File: src/rtl/bram_weights_pkg.sv
// Shared types and elaboration-time helpers for the ping-pong weights buffer.
`timescale 1ns/1ps
package bram_weights_pkg;

   // Ownership state of one weights bank.
   typedef enum logic {
      EMPTY = 1'b0,
      FULL  = 1'b1
   } bank_state_t;

   // True when the wide read word is a whole number of write beats.
   function automatic bit width_ratio_ok(input int r_width, input int w_width);
      return (w_width > 0) && (r_width >= w_width) && ((r_width % w_width) == 0);
   endfunction

   // Lane counter width; at least one bit so RATIO==1 still has a legal vector.
   function automatic int lane_width(input int ratio);
      return (ratio > 1) ? $clog2(ratio) : 1;
   endfunction

endpackage

File: src/rtl/bram_weights_pingpong_if.sv
// Write-stream and read-port bundle of the ping-pong weights buffer.
// master: the DMA/PE side driving beats and reads; slave: the buffer itself.
`timescale 1ns/1ps
interface bram_weights_pingpong_if #(
   parameter int W_DATA_WIDTH = 8,
   parameter int R_DATA_WIDTH = 32,
   parameter int R_ADDR_WIDTH = 3
);
   logic                    s_valid;
   logic                    s_ready;
   logic [W_DATA_WIDTH-1:0] s_data;
   logic                    s_last;
   logic                    r_en;
   logic [R_ADDR_WIDTH-1:0] r_addr;
   logic [R_DATA_WIDTH-1:0] r_data;
   logic                    r_valid;
   logic                    r_bank_ready;
   logic                    r_release;

   modport master (
      output s_valid, s_data, s_last, r_en, r_addr, r_release,
      input  s_ready, r_data, r_valid, r_bank_ready
   );

   modport slave (
      input  s_valid, s_data, s_last, r_en, r_addr, r_release,
      output s_ready, r_data, r_valid, r_bank_ready
   );
endinterface

File: src/rtl/bram_weights_bank.sv
// One weights bank: simple dual-port RAM, synchronous write and read.
// Kept minimal so it can be replaced by a vendor/ASIC memory macro.
`timescale 1ns/1ps
module bram_weights_bank #(
   parameter int R_DEPTH      = 8,
   parameter int R_DATA_WIDTH = 32,
   parameter int R_ADDR_WIDTH = $clog2(R_DEPTH)
) (
   input  logic                    clk,
   input  logic                    we,
   input  logic [R_ADDR_WIDTH-1:0] waddr,
   input  logic [R_DATA_WIDTH-1:0] wdata,
   input  logic                    re,
   input  logic [R_ADDR_WIDTH-1:0] raddr,
   output logic [R_DATA_WIDTH-1:0] rdata
);
   logic [R_DATA_WIDTH-1:0] mem [R_DEPTH];

   // Write port and registered read port; read data holds when re is low.
   always_ff @(posedge clk) begin
      if (we) mem[waddr] <= wdata;
      if (re) rdata <= mem[raddr];
   end
endmodule

File: src/rtl/bram_weights_pingpong.sv
// Ping-pong weights buffer: narrow beats are packed into wide words and filled
// into the EMPTY bank while the PE array reads the FULL bank.
// Optional macro BRAM_WEIGHTS_PINGPONG_OREG_EN adds an output register
// (read latency 2 instead of 1).
`timescale 1ns/1ps
module bram_weights_pingpong
   import bram_weights_pkg::*;
#(
   parameter int R_DEPTH      = 8,
   parameter int R_DATA_WIDTH = 32,
   parameter int W_DATA_WIDTH = 8
) (
   input logic clk,
   input logic rst,
   bram_weights_pingpong_if.slave bus
);
   localparam int RATIO        = R_DATA_WIDTH / W_DATA_WIDTH;
   localparam int R_ADDR_WIDTH = $clog2(R_DEPTH);
   localparam int LANE_WIDTH   = lane_width(RATIO);

   if (!width_ratio_ok(R_DATA_WIDTH, W_DATA_WIDTH)) begin : g_bad_ratio
      $fatal(1, "R_DATA_WIDTH must be an integer multiple of W_DATA_WIDTH");
   end

   bank_state_t             bank_state_q [2];
   bank_state_t             bank_state_d [2];
   logic                    wr_bank_q;
   logic                    rd_bank_q;
   logic                    r_bank_ready_q;
   logic [LANE_WIDTH-1:0]   lane_q;
   logic [R_ADDR_WIDTH-1:0] waddr_q;
   logic [R_DATA_WIDTH-1:0] pack_q;
   logic [R_DATA_WIDTH-1:0] pack_word;
   logic                    beat_acc;
   logic                    word_done;
   logic                    fill_done;
   logic                    rd_acc;
   logic                    rel_acc;
   logic [R_DATA_WIDTH-1:0] bank_rdata [2];
   logic                    vld_p1;
   logic                    sel_p1;
   logic                    seen_p1;
   logic [R_DATA_WIDTH-1:0] rdata_p1;

   assign bus.s_ready  = ~rst & (bank_state_q[wr_bank_q] == EMPTY);
   assign beat_acc     = bus.s_valid & bus.s_ready;
   assign word_done    = beat_acc & (bus.s_last | (lane_q == LANE_WIDTH'(RATIO - 1)));
   assign fill_done    = word_done & (bus.s_last | (waddr_q == R_ADDR_WIDTH'(R_DEPTH - 1)));
   assign rd_acc       = bus.r_en & r_bank_ready_q;
   assign rel_acc      = bus.r_release & r_bank_ready_q;
   assign bus.r_bank_ready = r_bank_ready_q;

   // Merge the incoming beat into its lane; lanes above it are still zero.
   always_comb begin
      pack_word = pack_q;
      pack_word[int'(lane_q) * W_DATA_WIDTH +: W_DATA_WIDTH] = bus.s_data;
   end

   // Packer: lane/word counters, pending partial word, and fill-bank pointer.
   always_ff @(posedge clk) begin
      if (rst) begin
         lane_q    <= '0;
         waddr_q   <= '0;
         pack_q    <= '0;
         wr_bank_q <= 1'b0;
      end else if (beat_acc) begin
         if (word_done) begin
            lane_q  <= '0;
            pack_q  <= '0;
            waddr_q <= fill_done ? '0 : waddr_q + 1'b1;
            if (fill_done) wr_bank_q <= ~wr_bank_q;
         end else begin
            lane_q <= lane_q + 1'b1;
            pack_q <= pack_word;
         end
      end
   end

   // Bank ownership next state: fill closes the write bank, release frees the read bank.
   always_comb begin
      bank_state_d = bank_state_q;
      if (fill_done) bank_state_d[wr_bank_q] = FULL;
      if (rel_acc)   bank_state_d[rd_bank_q] = EMPTY;
   end

   // Bank state register, read-bank pointer and registered bank-ready flag.
   // On a release the flag follows the bank being handed over, so it never
   // reports a freed bank as readable.
   always_ff @(posedge clk) begin
      if (rst) begin
         bank_state_q[0] <= EMPTY;
         bank_state_q[1] <= EMPTY;
         rd_bank_q       <= 1'b0;
         r_bank_ready_q  <= 1'b0;
      end else begin
         bank_state_q   <= bank_state_d;
         if (rel_acc) rd_bank_q <= ~rd_bank_q;
         r_bank_ready_q <= rel_acc ? (bank_state_q[~rd_bank_q] == FULL)
                                   : (bank_state_q[rd_bank_q] == FULL);
      end
   end

   for (genvar i = 0; i < 2; i++) begin : g_bank
      bram_weights_bank #(
         .R_DEPTH      (R_DEPTH),
         .R_DATA_WIDTH (R_DATA_WIDTH),
         .R_ADDR_WIDTH (R_ADDR_WIDTH)
      ) u_bank (
         .clk   (clk),
         .we    (word_done & (wr_bank_q == 1'(i))),
         .waddr (waddr_q),
         .wdata (pack_word),
         .re    (rd_acc & (rd_bank_q == 1'(i))),
         .raddr (bus.r_addr),
         .rdata (bank_rdata[i])
      );
   end

   // ---- stage p1: RAM output; remember which bank answered the last read ----
   always_ff @(posedge clk) begin
      if (rst) begin
         vld_p1  <= 1'b0;
         sel_p1  <= 1'b0;
         seen_p1 <= 1'b0;
      end else begin
         vld_p1 <= rd_acc;
         if (rd_acc) begin
            sel_p1  <= rd_bank_q;
            seen_p1 <= 1'b1;
         end
      end
   end

   // Until the first read after reset the RAM output is undefined; present zero.
   assign rdata_p1 = seen_p1 ? bank_rdata[sel_p1] : '0;

`ifdef BRAM_WEIGHTS_PINGPONG_OREG_EN
   logic                    vld_p2;
   logic [R_DATA_WIDTH-1:0] rdata_p2;

   // ---- stage p2: extra output register ----
   always_ff @(posedge clk) begin
      if (rst) begin
         vld_p2   <= 1'b0;
         rdata_p2 <= '0;
      end else begin
         vld_p2 <= vld_p1;
         if (vld_p1) rdata_p2 <= rdata_p1;
      end
   end

   assign bus.r_data  = rdata_p2;
   assign bus.r_valid = vld_p2;
`else
   assign bus.r_data  = rdata_p1;
   assign bus.r_valid = vld_p1;
`endif
endmodule

File: src/flat_wrapper.sv
// flat-port wrapper written by rule: the top's interface ports become plain ports
module bram_weights_pingpong_flat import bram_weights_pkg::*;
#(
   parameter int R_DEPTH      = 8,
   parameter int R_DATA_WIDTH = 32,
   parameter int W_DATA_WIDTH = 8
)
  (clk, rst, bus_s_valid, bus_s_data, bus_s_last, bus_r_en, bus_r_addr, bus_r_release, bus_s_ready, bus_r_data, bus_r_valid, bus_r_bank_ready);
  bram_weights_pingpong_if #(.W_DATA_WIDTH(W_DATA_WIDTH), .R_DATA_WIDTH(R_DATA_WIDTH), .R_ADDR_WIDTH((3))) bus_i ();
  input logic clk;
  input logic rst;
  input wire logic [$bits(bus_i.s_valid)-1:0] bus_s_valid;
  input wire logic [$bits(bus_i.s_data)-1:0] bus_s_data;
  input wire logic [$bits(bus_i.s_last)-1:0] bus_s_last;
  input wire logic [$bits(bus_i.r_en)-1:0] bus_r_en;
  input wire logic [$bits(bus_i.r_addr)-1:0] bus_r_addr;
  input wire logic [$bits(bus_i.r_release)-1:0] bus_r_release;
  output wire logic [$bits(bus_i.s_ready)-1:0] bus_s_ready;
  output wire logic [$bits(bus_i.r_data)-1:0] bus_r_data;
  output wire logic [$bits(bus_i.r_valid)-1:0] bus_r_valid;
  output wire logic [$bits(bus_i.r_bank_ready)-1:0] bus_r_bank_ready;
  assign bus_i.s_valid = bus_s_valid;
  assign bus_i.s_data = bus_s_data;
  assign bus_i.s_last = bus_s_last;
  assign bus_i.r_en = bus_r_en;
  assign bus_i.r_addr = bus_r_addr;
  assign bus_i.r_release = bus_r_release;
  assign bus_s_ready = bus_i.s_ready;
  assign bus_r_data = bus_i.r_data;
  assign bus_r_valid = bus_i.r_valid;
  assign bus_r_bank_ready = bus_i.r_bank_ready;
  bram_weights_pingpong #(.R_DEPTH(R_DEPTH), .R_DATA_WIDTH(R_DATA_WIDTH), .W_DATA_WIDTH(W_DATA_WIDTH)) u_core (.clk(clk), .rst(rst), .bus(bus_i));
endmodule
File: config.mk
export PLATFORM = sky130hd
export DESIGN_NAME = bram_weights_pingpong_flat
export DESIGN_NICKNAME = d
export VERILOG_FILES = /design/src/rtl/bram_weights_pkg.sv /design/src/rtl/bram_weights_pingpong_if.sv /design/src/rtl/bram_weights_bank.sv /design/src/rtl/bram_weights_pingpong.sv /design/src/flat_wrapper.sv
export SDC_FILE = /design/constraint.sdc
export NUM_CORES = 1
export LEC_CHECK = 0
export ABC_AREA = 1
export CELL_PAD_IN_SITES_DETAIL_PLACEMENT = 0
export CELL_PAD_IN_SITES_GLOBAL_PLACEMENT = 2
export CORE_MARGIN = 2
export CORE_UTILIZATION = 45
export DETAILED_ROUTE_END_ITERATION = 12
export PLACE_DENSITY_LB_ADDON = 0.1
export SLEW_MARGIN = 5
export SYNTH_ARGS = -nofsm -noshare
export SYNTH_HDL_FRONTEND = slang
export SYNTH_SLANG_ARGS = --single-unit
File: constraint.sdc
create_clock -name clk -period 6 [get_ports clk]
set_input_delay 1.2 -clock clk [delete_from_list [all_inputs] [get_ports clk]]
set_output_delay 1.2 -clock clk [all_outputs]
set_load 0.05 [all_outputs]
==> out/metrics.yaml, run 1 <==
final_timing:
  fin_tns_setup_ns: 0
  worst_pin_slew_ns: 1.24
  drv_slew: 0
  setup_slack_ns: 1.64
  max_freq_mhz: 229
  holdWs_ns: 0.467
logic_synthesis:
  avgSynthCellArea_um2: 11.8
  top_area_share_pct: 70.0
  area_leaders: "edfxtp_1 (70%), nor2_1 (7.4%), o21ai_0 (6.3%)"
  postSynthSeqShare_pct: 73.7
  postSynthCellCount: 2099
  mux_share_pct: 0
  logic_family: "simple AND/OR/NAND/NOR gates"
  ys_cells: 2099
critical_path:
  critical_path.top_delay_family: "buffers and inverters"
  arrival_ns: 3.16
  critPathBufInv: 2
  path_cells: "buf_4 -> o21ai_0 -> nor2_1 -> clkdlybuf4s50_1"
  crit_required_ns: 4.80
  worstReg2RegStart: "u_core.lane_q[0]"
clock_network:
  cts_root_buf: "clkbuf_16"
  clock_latency_ns: 0.59
  cts_resized: 0
floorplanning:
  taps: 696
  io_pins: 52
  row_count: 85
  die_y_um: 238
placed_design:
  place_inst: 2755
  dp_slack_ns: 1.14
cells_and_area:
  comb_area_um2: 5950
  layout-drive-gt1-share_pct: 7.54
  nonClkBufAreaFrac_pct: 2.83
  comb-cell-share_pct: 21.3
  reg_top3: "u_core.g_bank.u_bank.mem x512, u_core.g_bank.u_bank.rdata x64, u_core.pack_q x32"
  nFlopsAndLatches: 621
  area_growth_pct: 13.4
run_status:
  outcome: "complete, no violations"
job:
  warnings: 37
routing:
  wl_met3_mm: 3.42
  highest_layer: "met4"
  detailedRoute.firstPassIterationCount: 5
  post_drt_wl_per_cell_um: 23.4
  viasPerCell: 5.50
power:
  seq_power_share_pct: 52.3
  clk-power_mw: 3.87
  p_comb_share_pct: 5.0
  power_leader: "registers"
hold_path:
  hold_path.class: "reg2reg"
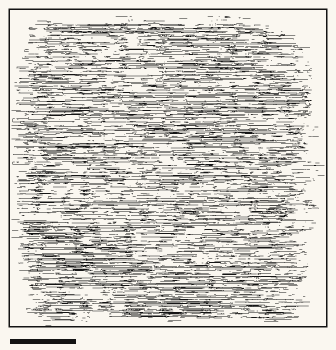
Run 1: signal wires on met1
Scale bar: 50 µm.
share of all routed wire: 46%
wire length on this layer: 30.7 mm
nets with wire on the layer: 2037
longest straight run: 90.2 µm

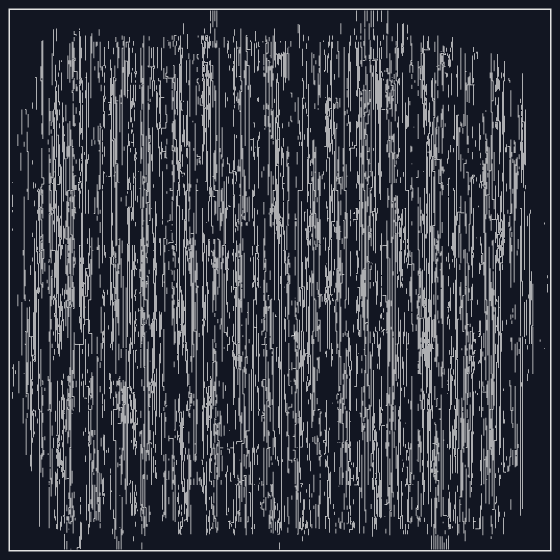
Run 1: metal 2
main direction: vertical
nets with wire on the layer: 1561
longest straight run: 135 µm
wire length on this layer: 31.2 mm
met2 GRT Util: 37.5%
vias: 15800
Total Wirelength: 67.3 mm

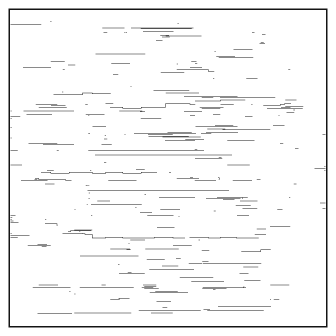
Run 1: M3 wires
main direction: horizontal
wire length on this layer: 3420 µm
longest straight run: 106 µm

--- run 2 (diff from run 1) ---
--- a/config.mk
+++ b/config.mk
@@ -9,7 +9,7 @@
 export CELL_PAD_IN_SITES_DETAIL_PLACEMENT = 0
 export CELL_PAD_IN_SITES_GLOBAL_PLACEMENT = 2
 export CORE_MARGIN = 2
-export CORE_UTILIZATION = 45
+export CORE_UTILIZATION = 43
 export DETAILED_ROUTE_END_ITERATION = 12
 export PLACE_DENSITY_LB_ADDON = 0.1
 export SLEW_MARGIN = 5
==> constraint.sdc (replaced) <==
create_clock -name clk -period 4.35 [get_ports clk]
set_input_delay 0.87 -clock clk [delete_from_list [all_inputs] [get_ports clk]]
set_output_delay 0.87 -clock clk [all_outputs]
set_load 0.05 [all_outputs]
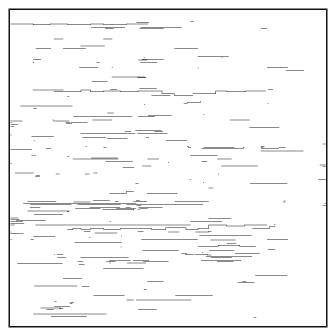
Run 2: M3 wires
nets with wire on the layer: 123
longest straight run: 119 µm
main direction: horizontal
share of all routed wire: 5.1%
wire length on this layer: 3410 µm

==> run 2 against run 1 <==
Against the previous run:
- count of clock-buffer cells in the layout grew 3
- worst setup slack lost 1.3 ns
- critical path depth is the same
- wire length shrank 0.70%
- via count grew 0.25%
- first-iteration DRC count shrank 12%
- cell count grew 2.9%
- register-to-register slack lost 1.6 ns
- worst hold slack lost 0.0018 ns
- die size grew 4.6%
- clock power grew 46%
- sequential cell count is the same
==> out/metrics.yaml, run 2 <==
routing:
  vias: 15900  # +0.25%
  drt_wl_total_mm: 66.8  # -0.70%
  highest_layer: "met4"
  viasPerCell: 5.36  # -2.5%
cells_and_area:
  nonClkBufAreaFrac_pct: 3.84  # +1.0 points
  comb_area_um2: 5870  # -1.4%
  comb-cell-share_pct: 20.7  # -0.60 points
run_status:
  outcome: "complete, no violations"
clock_network:
  cts_resized: 0  # unchanged
  clock_latency_ns: 0.60  # about the same
logic_synthesis:
  area_leaders: "edfxtp_1 (70%), nor2_1 (7.4%), o21ai_0 (6.3%)"
  top_area_share_pct: 70.0  # unchanged
  avgSynthCellArea_um2: 11.8  # unchanged
  ys_cells: 2099  # unchanged
power:
  clk-power_mw: 5.66  # +46%
  power_leader: "registers"
  seq_power_share_pct: 51.0  # -1.3 points
  p_comb_share_pct: 4.8  # -0.2 points
floorplanning:
  die_y_um: 244  # +2.3%
  row_count: 87  # +2.4%
  taps: 756  # +8.6%
final_timing:
  setup_slack_ns: 0.326  # -1.31 ns
  worst_pin_slew_ns: 1.18  # -0.0615 ns
  max_freq_mhz: 249
  drv_slew: 0  # unchanged
  holdWs_ns: 0.465  # -0.00176 ns
critical_path:
  critical_path.top_delay_family: "buffers and inverters"
  critPathBufInv: 2  # unchanged
  arrival_ns: 3.15  # about the same
  path_cells: "buf_4 -> o21ai_0 -> nor2_1 -> clkdlybuf4s50_1"
  crit_required_ns: 3.48  # -1.32 ns
job:
  warnings: 33  # -11%
hold_path:
  hold_path.class: "reg2reg"
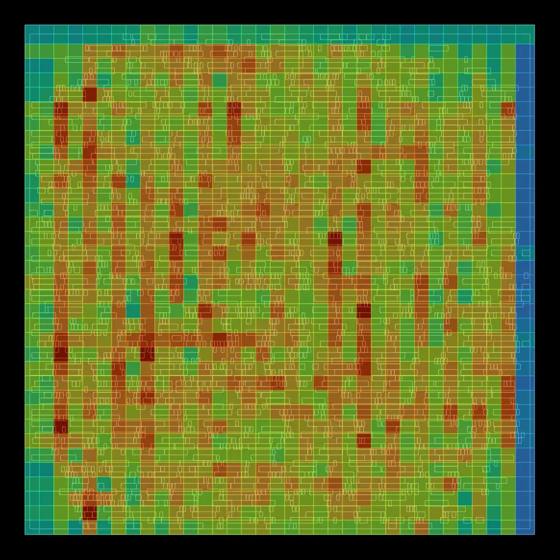
Run 2: routing congestion map
Util after Layout: 50.2%
GRT met3 Usage: 3.78%
met2 GRT Util: 35.0%
GR peak layer: met2
M1 GR Usage: 33.3%

Power and IR drop assume default switching activity.
